==> config.mk <==
export PLATFORM = sky130hd
export DESIGN_NAME = kalman_state_update
export DESIGN_NICKNAME = d
export VERILOG_FILES = /design/src/rtl/kalman_pkg.sv /design/src/rtl/kalman_mac.sv /design/src/rtl/kalman_state_update.sv
export SDC_FILE = /design/constraint.sdc
export NUM_CORES = 2
export LEC_CHECK = 0
export ABC_AREA = 1
export CAP_MARGIN = 20
export CORE_AREA = 2 2 324 326
export CTS_BUF_LIST = sky130_fd_sc_hd__clkbuf_2 sky130_fd_sc_hd__clkbuf_4 sky130_fd_sc_hd__clkbuf_8
export CTS_CLUSTER_SIZE = 16
export DETAILED_ROUTE_END_ITERATION = 10
export DIE_AREA = 0 0 326 328
export GPL_TIMING_DRIVEN = 0
export SETUP_SLACK_MARGIN = 0.3
export SYNTH_ARGS = -nofsm -noshare
export SYNTH_HDL_FRONTEND = slang
export SYNTH_SLANG_ARGS = --single-unit
==> constraint.sdc <==
create_clock -name clk -period 27.3 [get_ports clk]
set_input_delay 2.73 -clock clk [delete_from_list [all_inputs] [get_ports clk]]
set_output_delay 2.73 -clock clk [all_outputs]
set_load 0.01 [all_outputs]
==> src/rtl/kalman_pkg.sv <==
`default_nettype none
// ============================================================================
// Module      : kalman_pkg
// Description : Shared definitions for the Kalman state-update datapath:
//               FSM state encoding, accumulator-width function and the
//               floor-shift / saturation helpers used by the MAC.
// Revision    : 1.0 - initial release
// ============================================================================
package kalman_pkg;

    typedef enum logic [2:0] {
        S_IDLE  = 3'd0,
        S_PRED  = 3'd1,
        S_INNOV = 3'd2,
        S_CORR  = 3'd3,
        S_DONE  = 3'd4
    } state_t;

    // Wide enough for the longest dot product plus one bias term.
    function automatic int acc_w(input int width, input int nos, input int noi);
        return 2 * width + $clog2(nos + noi + 1);
    endfunction

    // Largest / smallest value representable in a signed word of 'width' bits.
    function automatic longint sat_hi(input int width);
        return (longint'(1) <<< (width - 1)) - longint'(1);
    endfunction

    function automatic longint sat_lo(input int width);
        return -(longint'(1) <<< (width - 1));
    endfunction

    // Arithmetic shift: drops fraction bits rounding toward minus infinity.
    function automatic longint floor_shift(input longint v, input int frac);
        return v >>> frac;
    endfunction

endpackage
`default_nettype wire

==> src/rtl/kalman_mac.sv <==
`default_nettype none
// ============================================================================
// Module      : kalman_mac
// Description : Signed multiply-accumulate. The first term of a dot product
//               (i_clr) starts from i_bias instead of the running sum, so a
//               pre-scaled additive term costs no extra cycle. o_result is the
//               running sum (including this cycle's term) shifted down by FRAC
//               and saturated to WIDTH; o_ovf flags that saturation occurred.
// Ports       : clk, reset (async, active-low)
//               i_en    - accumulate this cycle
//               i_clr   - first term: start from i_bias
//               i_sub   - subtract the product instead of adding it
//               i_a/i_b - WIDTH-bit signed operands
//               i_bias  - ACC_W-bit starting value (already scaled by 2^FRAC)
//               o_result, o_ovf - combinational shifted/saturated result
// Revision    : 1.0 - initial release
// ============================================================================
module kalman_mac
    import kalman_pkg::*;
#(
    parameter int WIDTH = 16,
    parameter int FRAC  = 8,
    parameter int ACC_W = 35
) (
    input  logic                    clk,
    input  logic                    reset,
    input  logic                    i_en,
    input  logic                    i_clr,
    input  logic                    i_sub,
    input  logic signed [WIDTH-1:0] i_a,
    input  logic signed [WIDTH-1:0] i_b,
    input  logic signed [ACC_W-1:0] i_bias,
    output logic signed [WIDTH-1:0] o_result,
    output logic                    o_ovf
);

    logic signed [ACC_W-1:0] r_acc;
    logic signed [ACC_W-1:0] w_prod;
    logic signed [ACC_W-1:0] w_term;
    logic signed [ACC_W-1:0] w_sum;
    logic signed [63:0]      w_shift;
    logic                    w_hi;
    logic                    w_lo;

    always_comb begin
        w_prod   = ACC_W'(i_a) * ACC_W'(i_b);
        w_term   = i_sub ? -w_prod : w_prod;
        w_sum    = (i_clr ? i_bias : r_acc) + w_term;
        w_shift  = floor_shift(64'(w_sum), FRAC);
        w_hi     = (w_shift > sat_hi(WIDTH));
        w_lo     = (w_shift < sat_lo(WIDTH));
        o_ovf    = w_hi | w_lo;
        o_result = w_hi ? WIDTH'(sat_hi(WIDTH)) :
                   w_lo ? WIDTH'(sat_lo(WIDTH)) : w_shift[WIDTH-1:0];
    end

    always_ff @(posedge clk or negedge reset) begin
        if (!reset) begin
            r_acc <= '0;
        end else if (i_en) begin
            r_acc <= w_sum;
        end
    end

endmodule
`default_nettype wire

==> src/rtl/kalman_state_update.sv <==
`default_nettype none
// ============================================================================
// Module      : kalman_state_update
// Description : Sequential Kalman state update using one shared MAC.
//               PRED  : xp = A*x + B*U      (NOS rows of NOS+NOI terms)
//               INNOV : e  = Y - H*xp       (NOO rows of NOS terms)
//               CORR  : xn = xp + K*e       (NOS rows of NOO terms)
//               Predict-only runs skip INNOV/CORR. x_nk and the internal
//               prior are updated on the edge that raises done.
// Ports       : clk, reset (async, active-low)
//               A, B, H, K, U, Y - model matrices/vectors (hold while busy)
//               X_0, load_x0     - prior load in IDLE
//               start, meas_valid- run request (meas_valid captured at start)
//               busy, done, sat  - status; x_nk - registered estimate
// Revision    : 1.0 - initial release
// ============================================================================
module kalman_state_update
    import kalman_pkg::*;
#(
    parameter int WIDTH = 16,
    parameter int FRAC  = 8,
    parameter int NOS   = 4,
    parameter int NOO   = 2,
    parameter int NOI   = 2
) (
    input  logic                    clk,
    input  logic                    reset,
    input  logic signed [WIDTH-1:0] A   [NOS][NOS],
    input  logic signed [WIDTH-1:0] B   [NOS][NOI],
    input  logic signed [WIDTH-1:0] H   [NOO][NOS],
    input  logic signed [WIDTH-1:0] K   [NOS][NOO],
    input  logic signed [WIDTH-1:0] U   [NOI],
    input  logic signed [WIDTH-1:0] Y   [NOO],
    input  logic signed [WIDTH-1:0] X_0 [NOS],
    input  logic                    load_x0,
    input  logic                    start,
    input  logic                    meas_valid,
    output logic                    busy,
    output logic                    done,
    output logic                    sat,
    output logic signed [WIDTH-1:0] x_nk [NOS]
);

    localparam int c_ACC_W = acc_w(WIDTH, NOS, NOI);
    localparam int c_CNT_W = $clog2(NOS + NOI + NOO + 1);

    state_t                  r_state;
    state_t                  w_state_next;
    logic [c_CNT_W-1:0]      r_row;
    logic [c_CNT_W-1:0]      r_col;
    logic [c_CNT_W-1:0]      w_col_last;
    logic [c_CNT_W-1:0]      w_row_last;
    logic                    w_last_col;
    logic                    w_last_row;
    logic                    w_mac_en;
    logic                    r_meas;
    logic                    r_done;
    logic                    r_sat;
    logic signed [WIDTH-1:0] r_x  [NOS];
    logic signed [WIDTH-1:0] r_xp [NOS];
    logic signed [WIDTH-1:0] r_e  [NOO];
    logic signed [WIDTH-1:0] w_a;
    logic signed [WIDTH-1:0] w_b;
    logic signed [c_ACC_W-1:0] w_bias;
    logic                    w_sub;
    logic signed [WIDTH-1:0] w_result;
    logic                    w_ovf;

    assign done       = r_done;
    assign sat        = r_sat;
    assign w_last_col = (r_col == w_col_last);
    assign w_last_row = (r_row == w_row_last);

    // ------------------------------------------------------------------------
    // FSM next state
    // ------------------------------------------------------------------------
    always_comb begin
        w_state_next = r_state;
        busy         = (r_state != S_IDLE);
        unique case (r_state)
            S_IDLE:  if (start) w_state_next = S_PRED;
            S_PRED:  if (w_last_col && w_last_row)
                         w_state_next = r_meas ? S_INNOV : S_DONE;
            S_INNOV: if (w_last_col && w_last_row) w_state_next = S_CORR;
            S_CORR:  if (w_last_col && w_last_row) w_state_next = S_DONE;
            S_DONE:  w_state_next = S_IDLE;
            default: w_state_next = S_IDLE;
        endcase
    end

    // ------------------------------------------------------------------------
    // Operand selection for the shared MAC. The additive terms (Y in INNOV,
    // xp in CORR) enter as the pre-scaled bias of each row's first term.
    // ------------------------------------------------------------------------
    always_comb begin
        w_a        = '0;
        w_b        = '0;
        w_bias     = '0;
        w_sub      = 1'b0;
        w_mac_en   = 1'b0;
        w_col_last = '0;
        w_row_last = '0;
        unique case (r_state)
            S_PRED: begin
                w_mac_en   = 1'b1;
                w_col_last = c_CNT_W'(NOS + NOI - 1);
                w_row_last = c_CNT_W'(NOS - 1);
                for (int i = 0; i < NOS; i++) begin
                    if (r_row == c_CNT_W'(i)) begin
                        for (int j = 0; j < NOS; j++) begin
                            if (r_col == c_CNT_W'(j)) begin
                                w_a = A[i][j];
                                w_b = r_x[j];
                            end
                        end
                        for (int j = 0; j < NOI; j++) begin
                            if (r_col == c_CNT_W'(NOS + j)) begin
                                w_a = B[i][j];
                                w_b = U[j];
                            end
                        end
                    end
                end
            end
            S_INNOV: begin
                w_mac_en   = 1'b1;
                w_sub      = 1'b1;
                w_col_last = c_CNT_W'(NOS - 1);
                w_row_last = c_CNT_W'(NOO - 1);
                for (int i = 0; i < NOO; i++) begin
                    if (r_row == c_CNT_W'(i)) begin
                        w_bias = c_ACC_W'(Y[i]) <<< FRAC;
                        for (int j = 0; j < NOS; j++) begin
                            if (r_col == c_CNT_W'(j)) begin
                                w_a = H[i][j];
                                w_b = r_xp[j];
                            end
                        end
                    end
                end
            end
            S_CORR: begin
                w_mac_en   = 1'b1;
                w_col_last = c_CNT_W'(NOO - 1);
                w_row_last = c_CNT_W'(NOS - 1);
                for (int i = 0; i < NOS; i++) begin
                    if (r_row == c_CNT_W'(i)) begin
                        w_bias = c_ACC_W'(r_xp[i]) <<< FRAC;
                        for (int j = 0; j < NOO; j++) begin
                            if (r_col == c_CNT_W'(j)) begin
                                w_a = K[i][j];
                                w_b = r_e[j];
                            end
                        end
                    end
                end
            end
            default: ;
        endcase
    end

    kalman_mac #(
        .WIDTH (WIDTH),
        .FRAC  (FRAC),
        .ACC_W (c_ACC_W)
    ) u_mac (
        .clk      (clk),
        .reset    (reset),
        .i_en     (w_mac_en),
        .i_clr    (r_col == '0),
        .i_sub    (w_sub),
        .i_a      (w_a),
        .i_b      (w_b),
        .i_bias   (w_bias),
        .o_result (w_result),
        .o_ovf    (w_ovf)
    );

    // ------------------------------------------------------------------------
    // State, counters, scratch and outputs
    // ------------------------------------------------------------------------
    always_ff @(posedge clk or negedge reset) begin
        if (!reset) begin
            r_state <= S_IDLE;
            r_row   <= '0;
            r_col   <= '0;
            r_meas  <= 1'b0;
            r_done  <= 1'b0;
            r_sat   <= 1'b0;
            for (int i = 0; i < NOS; i++) begin
                r_x[i]  <= '0;
                r_xp[i] <= '0;
                x_nk[i] <= '0;
            end
            for (int i = 0; i < NOO; i++) begin
                r_e[i] <= '0;
            end
        end else begin
            r_state <= w_state_next;
            r_done  <= 1'b0;

            if (r_state == S_IDLE) begin
                r_row <= '0;
                r_col <= '0;
                // Load takes effect before PRED reads the prior, so a
                // simultaneous start runs from X_0.
                if (load_x0) begin
                    for (int i = 0; i < NOS; i++) begin
                        r_x[i] <= X_0[i];
                    end
                end
                if (start) begin
                    r_meas <= meas_valid;
                    r_sat  <= 1'b0;
                end
            end

            if (w_mac_en) begin
                if (w_last_col) begin
                    r_col <= '0;
                    r_row <= w_last_row ? '0 : r_row + c_CNT_W'(1);
                    if (w_ovf) begin
                        r_sat <= 1'b1;
                    end
                    // CORR overwrites xp[i] in place: its bias was consumed
                    // on this row's first term and no later row reads it.
                    for (int i = 0; i < NOS; i++) begin
                        if (r_row == c_CNT_W'(i) && r_state != S_INNOV) begin
                            r_xp[i] <= w_result;
                        end
                    end
                    for (int i = 0; i < NOO; i++) begin
                        if (r_row == c_CNT_W'(i) && r_state == S_INNOV) begin
                            r_e[i] <= w_result;
                        end
                    end
                end else begin
                    r_col <= r_col + c_CNT_W'(1);
                end
            end

            if (r_state == S_DONE) begin
                r_done <= 1'b1;
                for (int i = 0; i < NOS; i++) begin
                    x_nk[i] <= r_xp[i];
                    r_x[i]  <= r_xp[i];
                end
            end
        end
    end

endmodule
`default_nettype wire

congestion_map.png
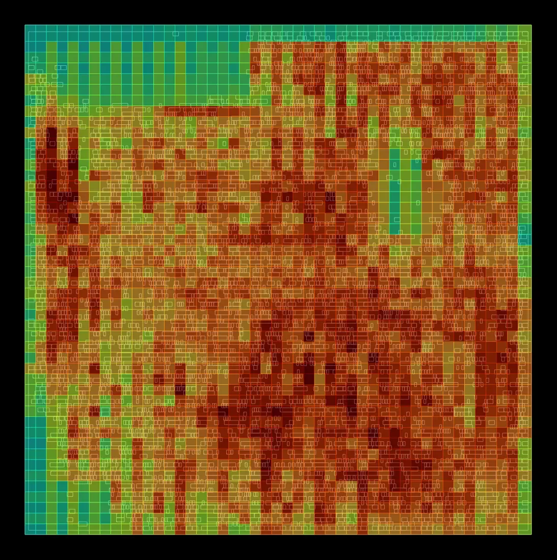
global router's overall resource usage: 0.3978
met1 routing resource usage after global routing: 0.4600
busiest layer in global routing: met2
Global Route met2 Usage: 0.6275

sizing.png
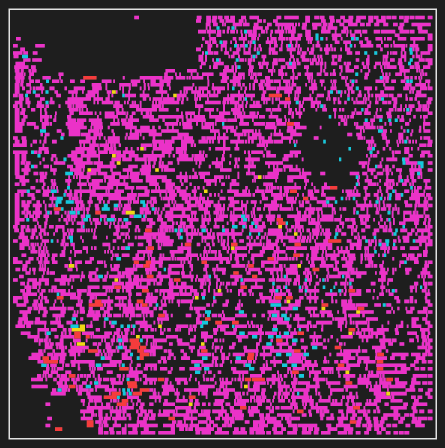
size	color	cells	share	most used
x6 and larger	red	98	1.7%	clkbuf_8
x3 and x4	yellow	32	0.55%	clkbuf_4
x2	cyan	247	4.2%	or2_2
x1 and smaller	magenta	5,486	94%	nand2_1
Layout Cell Area excl Fill: 0.04550 mm2
Repair and plain buffers: 1,162
area growth from synthesis to layout: 34.31%
Setup WS post-layout: 10.94 ns

==> impl_metrics.yaml <==
# yosys + openroad results
status:
  run_status: "completed"
detailed_routing:
  post_drt_wl_per_cell_um: 30.20
  routed-via-count: 40820
  remaining_drc_errors: 0
  firstDrtPassIters: 6
  drt_total_wl_mm: 220.0
  routed_via_density: 5.605
  route.antenna.remaining_nets: 0
  dr.first_iter.drc_count: 4787
floorplan:
  initial_core_util: 0.3283
  fp.dieW_um: 326
  taps: 1380
  num_rows: 118
  pin_count: 840
  die_y_um: 328
  die-area_mm2: 0.1069
  placeableCoreArea_mm2: 0.1032
grt:
  globalRouteOverflowTotal: 0
  grt_pass1_vias: 39520
  largest_net_degree_at_the_start_of_global_routing: 112
  grt_first_pass_wirelength_mm: 300.2
  initial_antenna_violation_count: 63
final_timing:
  worst_slew_pin_slew_ns: 1.492
  grt_setup_unrepaired: "no"
  setup_total_negative_slack_ns: 0
  hold_slack_ns: 0.4846
  final_clock_period_utilization_by_the_worst_path: 0.5994
  slew-limit-headroom: 0.005152
  finClkSkew_ns: 0.04986
  fmax_ghz: 0.06111
  setup_violations: 0
  period_minus_slack_ns: 16.36
  drv_slew: 0
  final-hold-violation-count: 0
worst_setup_path:
  critPathMaxFanout: 10
  timing.rr.end: "r_e[3]"
  cp_slowest_stage_delay_ns: 0.83
  rr_startpoint: "r_col[1]"
  crit_path_start: "r_col[1]"
  worst_ep_required_time_ns: 27.84
  timing.critical_path.to_type: "flop"
  critical_path.most_common_cell: "sky130_fd_sc_hd__nand2_1"
  slowest_stage: "sky130_fd_sc_hd__a31oi_1"
  reg2reg_path_depth: 62
  crit_arrival_ns: 16.90
  worst_setup_path_endpoint: "r_e[3]"
  reg2reg_setup_slack_ns: 10.94
  worstSetupStartpointType: "flop"
  timing.setup.critical_path_class: "flop to flop"
placed_design:
  place_worst_setup_slack_ns: 11.27
  port_buffers: 838
  place_congestion: 1.052
  place.detailed.instances: 7156
  detailed_placer_s_ending_hpwl_mm: 185.1
  dpl_cell_area_mm2: 0.04434
synth:
  synth.mux.area_fraction: 0.009640
  synth-seq-area-share: 0.2017
  synth-edff-count: 0
  ys_sh_xor: 0.02752
  synth_area_mm2: 0.03388
  ys.flop_type: "sky130_fd_sc_hd__dfrtp_1"
  synthTopCellsByCount: "sky130_fd_sc_hd__nand2_1 (1,529), sky130_fd_sc_hd__inv_1 (589), sky130_fd_sc_hd__o21ai_0 (378)"
  synthDominantAreaCellType: "sky130_fd_sc_hd__dfrtp_1"
  topCombFamilyByArea: "simple AND/OR/NAND/NOR gates"
  synthSimpleGateAreaFrac: 0.2766
  ys_cells: 4914
  yosys-top-cells-area: "sky130_fd_sc_hd__dfrtp_1 (20%), sky130_fd_sc_hd__nand2_1 (17%), sky130_fd_sc_hd__fa_1 (16%), sky130_fd_sc_hd__inv_1 (6.5%), sky130_fd_sc_hd__o21ai_0 (5.6%)"
  synth-async-reset-ratio: 1.000
  yosys.area_share.adder: 0.2018
  synth.avg_cell_area_um2: 6.894
  compound_area_frac: 0.1767
  ys_chip_area_mm2: 0.03388
  mappedNetlistNets: 6075
  postSynthRegisterBits: 273
  post_synth_inst_count: 4914
  post_synth_num_cell_types: 64
  number_of_synthesis_warnings: 0
  post-synth-top-area-fraction: 0.2017
  top_cell: "sky130_fd_sc_hd__nand2_1"
worst_hold_path:
  worstHoldPathType: "flop to flop"
  min_delay_path_depth: 2
  hold_path_startpoint: "r_e[10]"
  holdPathEnd: "r_e[10]"
layout:
  logic_gate_count: 3739
  antenna_cells: 40
  area_dominant_class: "combinational gates"
  comb-cell-share: 0.5162
  finish.net_count: 6991
  final_cell_mix: "sky130_fd_sc_hd__nand2_1 (1,529), sky130_fd_sc_hd__clkdlybuf4s50_1 (837), sky130_fd_sc_hd__inv_1 (589)"
  buf_share: 0.2208
  inverters_excl_clock: 606
  final-seq-area_mm2: 0.006832
  design.seq.count: 273
  largestRegisters: "r_x x64, r_xp x64, x_nk x64"
  logic_area_mm2: 0.02349
  fillcell_total: 10980
  fin_util: 0.4409
  fraction_of_area_in_registers: 0.1501
  clock_buffer_count: 72
  layout.cells.most_common: "sky130_fd_sc_hd__nand2_1"
  fin_cells: 7283
  final_layout_size_suffix_gt1_frac: 0.06430
  clock_network_share_of_area: 0.02258
clock_network:
  worst_setup_hold_path_clk_slew_ns: 0.07
  post_cts_resized: 0
  cts_inserted_buffers: 48
  cts_post_setup_buffers_inserted: 0
  cts_tree: "built"
  numClockSinks: 273
  ctsLongestPathBuffers: 3
  clk_latency_ns: 0.64
  holdBufCountCts: 0
  cts_max_level: 2
  clk_root_buffer_cell: "sky130_fd_sc_hd__clkbuf_8"
flow_run:
  warning_total_across_the_stage_logs: 40
  maxCapViolCount: 0
==> worst max-delay path, delay by kind of cell, from the launching register on <==
family / cells / cell delay, ns
fa+ha+maj: 9 / 3.62
flops: 1 / 0.43
compound gates: 16 / 3.58
xor+xnor: 3 / 1.39
buf+inv: 14 / 4.01
simple gates: 20 / 3.18
==> routing by layer <==
layer  vias to the layer above  share of wire  track usage  wire (um)
li1                      17800              -            -          -
met1                     19810           0.36       0.4600      79650
met2                      2605           0.45       0.6275      98190
met3                       595           0.11       0.1307      24710
met4                        20          0.079       0.2687      17300
met5                         -        0.00051            0        113
